**config.mk**
```make
export PLATFORM = sky130hd
export DESIGN_NAME = serial_decoder
export DESIGN_NICKNAME = d
export VERILOG_FILES = /design/src/rtl/serial_decoder_pkg.sv /design/src/rtl/decoder_holding_reg.sv /design/src/rtl/serial_decoder.sv
export SDC_FILE = /design/constraint.sdc
export NUM_CORES = 1
export LEC_CHECK = 0
export ABC_AREA = 1
export CAP_MARGIN = 20
export CORE_ASPECT_RATIO = 1.5
export CORE_MARGIN = 1
export CORE_UTILIZATION = 48
export DETAILED_ROUTE_END_ITERATION = 10
export GPL_ROUTABILITY_DRIVEN = 1
export PLACE_DENSITY = 0.78
export SYNTH_ARGS = -nofsm -noshare
export SYNTH_HDL_FRONTEND = slang
export SYNTH_HIERARCHICAL = 1
export SYNTH_SLANG_ARGS = --single-unit
```
**constraint.sdc**
```tcl
create_clock -name clock -period 1.4 [get_ports clock]
set_clock_uncertainty 0.2 [all_clocks]
set_input_delay 0.28 -clock clock [delete_from_list [all_inputs] [get_ports clock]]
set_output_delay 0.28 -clock clock [all_outputs]
set_load 0.02 [all_outputs]
```
**src/rtl/serial_decoder_pkg.sv**
```systemverilog
// rtl/serial_decoder_pkg.sv - shared frame layout, defaults and FSM state type for the serial codec
package serial_decoder_pkg;

  localparam int DEF_DATA_WIDTH = 8;
  localparam int GAP_SLOTS      = 1;
  localparam int DEF_FRAME_LEN  = DEF_DATA_WIDTH + GAP_SLOTS;

  // Slot 0 of every frame is the gap (load strobe); data follows LSB first.
  localparam int GAP_SLOT_INDEX  = 0;
  localparam int FIRST_DATA_SLOT = GAP_SLOT_INDEX + GAP_SLOTS;

  typedef enum logic [1:0] {
    HUNT  = 2'd0,
    SHIFT = 2'd1,
    GAP   = 2'd2
  } dec_state_t;

  function automatic int cnt_width(input int data_width);
    return (data_width > 1) ? $clog2(data_width) : 1;
  endfunction

endpackage

```
**src/rtl/decoder_holding_reg.sv**
```systemverilog
// rtl/decoder_holding_reg.sv - one-deep valid/ready output buffer with overrun pulse
module decoder_holding_reg #(
  parameter int DATA_WIDTH = 8
) (
  input  logic                  clk,
  input  logic                  rst_n,
  input  logic                  load,
  input  logic [DATA_WIDTH-1:0] load_data,
  input  logic                  ready,
  output logic [DATA_WIDTH-1:0] data,
  output logic                  valid,
  output logic                  overrun
);

  logic transfer;
  logic accept_new;

  assign transfer   = valid & ready;
  // A new word fits if the slot is empty or is being drained on this edge.
  assign accept_new = load & (~valid | transfer);

  always_ff @(posedge clk or negedge rst_n) begin
    if (!rst_n) begin
      data    <= '0;
      valid   <= 1'b0;
      overrun <= 1'b0;
    end else begin
      overrun <= load & ~accept_new;
      if (accept_new) begin
        data  <= load_data;
        valid <= 1'b1;
      end else if (transfer) begin
        valid <= 1'b0;
      end
    end
  end

endmodule

```
**src/rtl/serial_decoder.sv**
```systemverilog
// rtl/serial_decoder.sv - frame-aligned serial-to-parallel decoder with handshake output
module serial_decoder
  import serial_decoder_pkg::*;
#(
  parameter int DATA_WIDTH = DEF_DATA_WIDTH,
  parameter int FRAME_LEN  = DEF_FRAME_LEN
) (
  input  logic                  clock,
  input  logic                  resetN,
  input  logic                  serialIn,
  input  logic                  frameSync,
  input  logic                  messageReady,
  output logic [DATA_WIDTH-1:0] message,
  output logic                  messageValid,
  output logic                  locked,
  output logic                  syncError,
  output logic                  overrun
);

  localparam int CNT_W    = cnt_width(DATA_WIDTH);
  localparam int LAST_IDX = FRAME_LEN - GAP_SLOTS - 1;

  dec_state_t             state_q, state_d;
  logic [CNT_W-1:0]       bit_cnt_q, bit_cnt_d;
  logic [DATA_WIDTH-1:0]  shift_q, shift_d;
  logic [DATA_WIDTH-1:0]  word_with_bit;
  logic                   word_done;
  logic                   sync_err_d;

  always_ff @(posedge clock or negedge resetN) begin
    if (!resetN) begin
      state_q   <= HUNT;
      bit_cnt_q <= '0;
      shift_q   <= '0;
      syncError <= 1'b0;
    end else begin
      state_q   <= state_d;
      bit_cnt_q <= bit_cnt_d;
      shift_q   <= shift_d;
      syncError <= sync_err_d;
    end
  end

  always_comb begin
    state_d       = state_q;
    bit_cnt_d     = bit_cnt_q;
    shift_d       = shift_q;
    word_done     = 1'b0;
    sync_err_d    = 1'b0;
    word_with_bit = shift_q;
    word_with_bit[bit_cnt_q] = serialIn;

    case (state_q)
      HUNT: begin
        if (frameSync) begin
          state_d   = SHIFT;
          bit_cnt_d = '0;
        end
      end
      SHIFT: begin
        // An early strobe restarts the frame: its slot is a gap, not data.
        if (frameSync) begin
          sync_err_d = 1'b1;
          bit_cnt_d  = '0;
          shift_d    = '0;
        end else if (bit_cnt_q == CNT_W'(LAST_IDX)) begin
          word_done = 1'b1;
          state_d   = GAP;
          bit_cnt_d = '0;
          shift_d   = '0;
        end else begin
          shift_d   = word_with_bit;
          bit_cnt_d = bit_cnt_q + 1'b1;
        end
      end
      GAP: begin
        if (frameSync) begin
          state_d = SHIFT;
        end else begin
          sync_err_d = 1'b1;
          state_d    = HUNT;
        end
      end
      default: begin
        state_d   = HUNT;
        bit_cnt_d = '0;
      end
    endcase
  end

  assign locked = (state_q != HUNT);

  decoder_holding_reg #(
    .DATA_WIDTH(DATA_WIDTH)
  ) u_hold (
    .clk       (clock),
    .rst_n     (resetN),
    .load      (word_done),
    .load_data (word_with_bit),
    .ready     (messageReady),
    .data      (message),
    .valid     (messageValid),
    .overrun   (overrun)
  );

endmodule

```
**Wiring by layer**

Bar = 10 um. Only two layers are drawn.
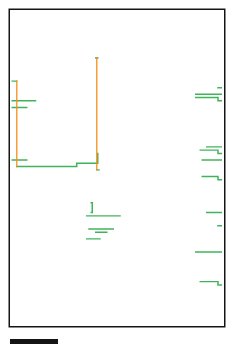
legend:
  metal 4:
    color: orange
    wire_length: 40.8 um
  metal 3:
    color: green
    wire_length: 93.7 um
routed wirelength normalized by instance count: 12.3 um
Final Routed Wirelength: 2840 um
vias after detailed routing: 1,147

**The clock network**

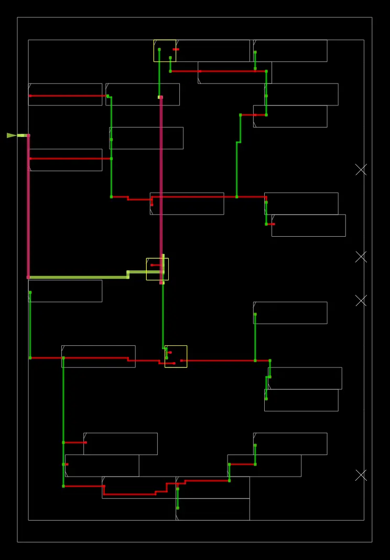
count of sequential standard cells: 24
P_clk: 297 uW

==> reports/results.env <==
DESIGN.DIE.AREA_UM2=2890
DPL.CELL_COUNT=220
TRITONCTS_CLOCK_TREE='yes'
GRT.OVERFLOW.TOTAL=0
FLOORPLAN.INITIALDENSITY_PCT=51.3
SETUP_SLACK_PS=-103
IO-PIN-COUNT=17
COMBINED_AREA_OF_THE_MULTI_INPUT_LOGIC_CELLS_UM2=653
CTS_HOLD_BUF=0
PORTBUFFERS=16
MAX_CAP_VIOLATIONS=0
ROWS=22
WORSTREG2REGSTART='bit_cnt_q[0]$_DFFE_PN0P_'
HOLD_CLASS='in -> async'
CLK_PATH_BUF_DEPTH=2
REMAINING_DRC_ERRORS=4
POWER-PER-CELL-AREA_nW_PER_UM2=740
MAPPED_AREA_UM2=1280
DIE-HEIGHT_UM=65.4
STATUS='finished with violations'
SYNTH.CELLMIX.ADDERSHARE_PCT=2.92
GRT_START_MAX_NET_PINS=25
NUMBER_OF_SYNTHESIZED_FLOPS_WITH_AN_ENABLE_PIN=0
N_FILL_CELL=191
TIGHTEST_SLEW_PS=280
POWER.TOTAL_uW=1290
SYNTHFLOPTYPE='sky130_fd_sc_hd__dfrtp_1'
POST_SYNTH_INST_COUNT=154
FINAL_LAYOUT_TOP_LOGIC_CELL='sky130_fd_sc_hd__nand2_1'
POST_SYNTH_MUX_AREA_SHARE_PCT=0
VIOLATED_CHECKS='DRC, setup timing'
FINAL_PERIOD_MINUS_WORST_SETUP_SLACK_PS=1500
GRT_PASS1_WL_UM=4720
CRITICAL_PATH.MAX_FANOUT=5
CTS.CLK_SLEW.WORST_PATHS_PS=120
SETUP_VIOL_COUNT_FINAL=20
NETLIST.TOP_CELL.BY_INSTANCES='sky130_fd_sc_hd__nand2_1'
ARRIVAL_PS=1570
POSTSYNTHNETCOUNT=162
ANTENNA_VIOLATING_NETS_POST_ROUTE=0
WORST_SLEW_MARGIN_RELATIVE_TO_ITS_LIMIT_PCT=81.3
TOP_LOGIC_KIND='simple AND/OR/NAND/NOR gates'
FP.COREAREA_UM2=2500
YOSYSTOPAREACELL='sky130_fd_sc_hd__dfrtp_1'
**Cells colored by class**

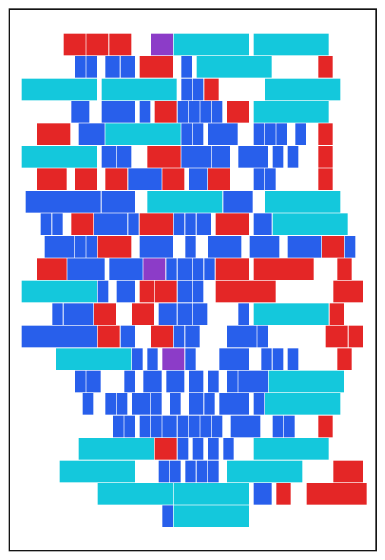
legend:
  clock drivers:
    color: purple
    cells: 3
  sequential cells:
    color: cyan
    cells: 24
  combinational and other logic:
    color: blue
    cells: 124
  remaining buffers and delay cells:
    color: red
    cells: 44
core utilization of the finished layout: 69.6%
Seq/total area: 34.5%

per-layer routing:
layer	vias to the layer above	part of all wire, %	GRT usage, %
li1	572	-	-
met1	544	39	24.4
met2	27	56	40.1
met3	4	3.3	1.65
met4	0	1.4	8.71
met5	-	0	0
layout make-up:
| type | instances | area share (%) |
|---|---|---|
| clock buffer | 3 | 1.29 |
| sequential | 24 | 34.5 |
| inverter | 12 | 2.73 |
| multi-input combinational | 112 | 37.5 |
| timing repair buffer | 44 | 21.5 |
| tap | 36 | 2.58 |
critical path, cell delays in order (launching register included):
cell and delay [ps]:
sky130_fd_sc_hd__dfrtp_1 410, sky130_fd_sc_hd__ha_4 170, sky130_fd_sc_hd__ha_4 150, sky130_fd_sc_hd__nand2_4 60, sky130_fd_sc_hd__nor2_4 190, sky130_fd_sc_hd__buf_6 150, sky130_fd_sc_hd__nand3_2 60, sky130_fd_sc_hd__nand2_1 60
state kept, by name (all words and copies together) (netlist names):
register and count:
shift_q 8, u_hold/valid 1, bit_cnt_q 3, u_hold/data 8, syncError 1, u_hold/overrun 1
state_q 2
repair_timing:
item	CTS	global route
pin swaps	10	16
gates resized	58	17
endpoints found under the setup margin	33	23
cloned	0	1
buffers inserted	3	5
power by group:
group	internal (uW)	total [uW]	switching, uW
clock network	101	297	196
registers	721	740	19.2
logic	101	254	153
total	923	1290	368
final timing paths:
check	endpoint	depth (start not counted)
min reg2reg	u_hold/data[1]$_DFFE_PN0P_	2
min	u_hold/data[0]$_DFFE_PN0P_	2
max in group asynchronous	shift_q[2]$_DFFE_PN0N_	2
max	u_hold/data[6]$_DFFE_PN0P_	7
min in group clock	u_hold/data[1]$_DFFE_PN0P_	2
max reg2reg	u_hold/data[6]$_DFFE_PN0P_	7
Power figures rest on the tool's default switching activity, not on a simulated workload.
